### config.mk
export PLATFORM = sky130hd
export DESIGN_NAME = stream_fifo
export DESIGN_NICKNAME = d
export VERILOG_FILES = /design/src/rtl/stream_fifo.sv
export SDC_FILE = /design/constraint.sdc
export NUM_CORES = 1
export LEC_CHECK = 0
export CAP_MARGIN = 20
export CORE_MARGIN = 1.5
export CORE_UTILIZATION = 52
export DETAILED_ROUTE_END_ITERATION = 8
export PLACE_DENSITY_LB_ADDON = 0.12
export SLEW_MARGIN = 15
export SYNTH_ARGS = -nofsm -noshare
export SYNTH_HDL_FRONTEND = slang
export SYNTH_SLANG_ARGS = --single-unit
### constraint.sdc
create_clock -name clk -period 3.79 [get_ports clk]
set_input_delay 0.379 -clock clk [delete_from_list [all_inputs] [get_ports clk]]
set_output_delay 0.379 -clock clk [all_outputs]
set_load 0.02 [all_outputs]
### src/rtl/stream_fifo.sv
// Parametrised synchronous stream FIFO with occupancy count, almost-full/empty levels, flush and sticky error flags.
// Define FIFO_FWFT_EN for first-word-fall-through output; default is a registered read port.
module stream_fifo #(
  parameter int DEPTH        = 4,
  parameter int DATA_WIDTH   = 8,
  parameter int AFULL_LEVEL  = DEPTH - 1,
  parameter int AEMPTY_LEVEL = 1
) (
  input  logic                       clk,
  input  logic                       rst_n,
  input  logic                       clear,
  input  logic                       w_en,
  input  logic [DATA_WIDTH-1:0]      data_in,
  input  logic                       r_en,
  output logic [DATA_WIDTH-1:0]      data_out,
  output logic                       full,
  output logic                       empty,
  output logic                       almost_full,
  output logic                       almost_empty,
  output logic [$clog2(DEPTH+1)-1:0] count,
  output logic                       overflow,
  output logic                       underflow
);

  localparam int PW = $clog2(DEPTH);
  localparam int CW = $clog2(DEPTH + 1);
  localparam logic [PW-1:0] LAST_PTR   = PW'(DEPTH - 1);
  localparam logic [CW-1:0] FULL_COUNT = CW'(DEPTH);

  logic [DATA_WIDTH-1:0] mem [DEPTH];
  logic [PW-1:0]         w_ptr;
  logic [PW-1:0]         r_ptr;
  logic                  rd;
  logic                  wr;

  // Explicit wrap so non-power-of-two depths use every entry.
  function automatic logic [PW-1:0] next_ptr(input logic [PW-1:0] p);
    return (p == LAST_PTR) ? '0 : p + 1'b1;
  endfunction

  // Flags decode the count register only, so no combinational path from w_en/r_en.
  assign full         = (count == FULL_COUNT);
  assign empty        = (count == '0);
  assign almost_full  = (int'(count) >= AFULL_LEVEL);
  assign almost_empty = (int'(count) <= AEMPTY_LEVEL);

  // A push into a full FIFO is taken when a pop frees a slot in the same cycle.
  assign rd = r_en & ~empty;
  assign wr = w_en & (~full | rd);

  // NOTE: storage has no reset; only control state needs a known value, and leaving the array unreset lets it map onto RAM.
  always_ff @(posedge clk) begin
    if (wr && !clear) mem[w_ptr] <= data_in;
  end

  // NOTE: all sequential state uses non-blocking assignments so every register samples pre-edge values.
  always_ff @(posedge clk or negedge rst_n) begin
    if (!rst_n) begin
      w_ptr     <= '0;
      r_ptr     <= '0;
      count     <= '0;
      overflow  <= 1'b0;
      underflow <= 1'b0;
    end else if (clear) begin
      w_ptr     <= '0;
      r_ptr     <= '0;
      count     <= '0;
      overflow  <= 1'b0;
      underflow <= 1'b0;
    end else begin
      if (wr) w_ptr <= next_ptr(w_ptr);
      if (rd) r_ptr <= next_ptr(r_ptr);
      case ({wr, rd})
        2'b10:   count <= count + 1'b1;
        2'b01:   count <= count - 1'b1;
        default: count <= count;
      endcase
      if (w_en && !wr) overflow  <= 1'b1;
      if (r_en && !rd) underflow <= 1'b1;
    end
  end

`ifdef FIFO_FWFT_EN
  // Head of queue is visible with zero latency; r_en only retires it.
  assign data_out = empty ? '0 : mem[r_ptr];
`else
  // Registered read port: holds between pops and across a flush.
  always_ff @(posedge clk or negedge rst_n) begin
    if (!rst_n) begin
      data_out <= '0;
    end else if (rd && !clear) begin
      data_out <= mem[r_ptr];
    end
  end
`endif

endmodule

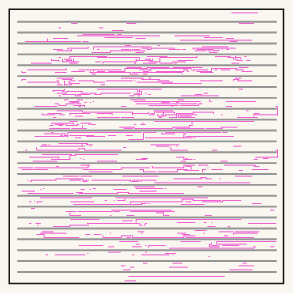
(M1 wires)
Drawn at 4 px/um. Supply wires on this layer in grey.
- longest straight run: 26.2 um
- wire length on this layer: 1860 um
- share of all routed wire: 48%

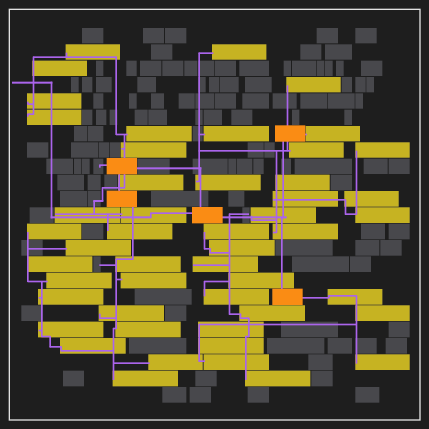
(clock distribution)
Drawn at 6 px/um.
- orange: clock drivers (count 5)
- purple: clock wires (length 505 um)
- yellow: flip-flops (count 49)
- routed clock nets: 6

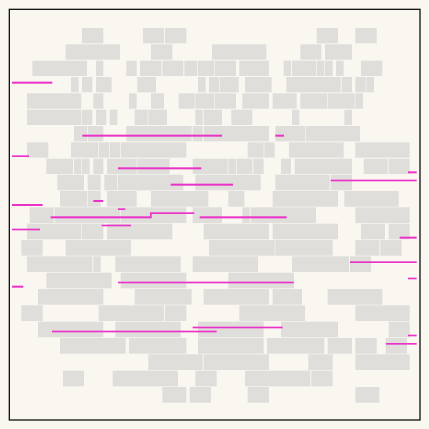
(signal wires on met3)
Drawn at 6 px/um. Cells faint in the background.
- wire length on this layer: 219 um
- longest straight run: 29.0 um
- nets with wire on the layer: 21
- share of all routed wire: 5.7%

==> qor.yml <==
maxUsedRoutingLayer: "met4"
worst_clock_skew_ns: 0.00884
worst-path-buf-inv: 2
wire_length_of_the_first_global_routing_pass_um: 5840
num_vias: 1214
yosys-stat-area_sq_um: 2210
setup_tns_ns: 0
groute.usage.overall: 0.185
cp.depth: 4
first_global_vias: 1117
antenna_cells_inserted: 0
worst-setup-path-type: "flop to output port"
cts_root_buffer: "sky130_fd_sc_hd__clkbuf_8"
met3_wire_len_um: 219
dieHeight_um: 68.2
filler_cell_count: 294
setup_violations: 0
cp-endpoint: "empty"
finalHoldViolCount: 0
registers.top_by_ff_count: "mem"
post_synth_simple_gate_area: 0.0747
outcome: "complete, no violations"
cts_post_setup_buffers_inserted: 0
finalMaxSlewViolations: 0
grt_overflow: 0
place_congestion: 0.759
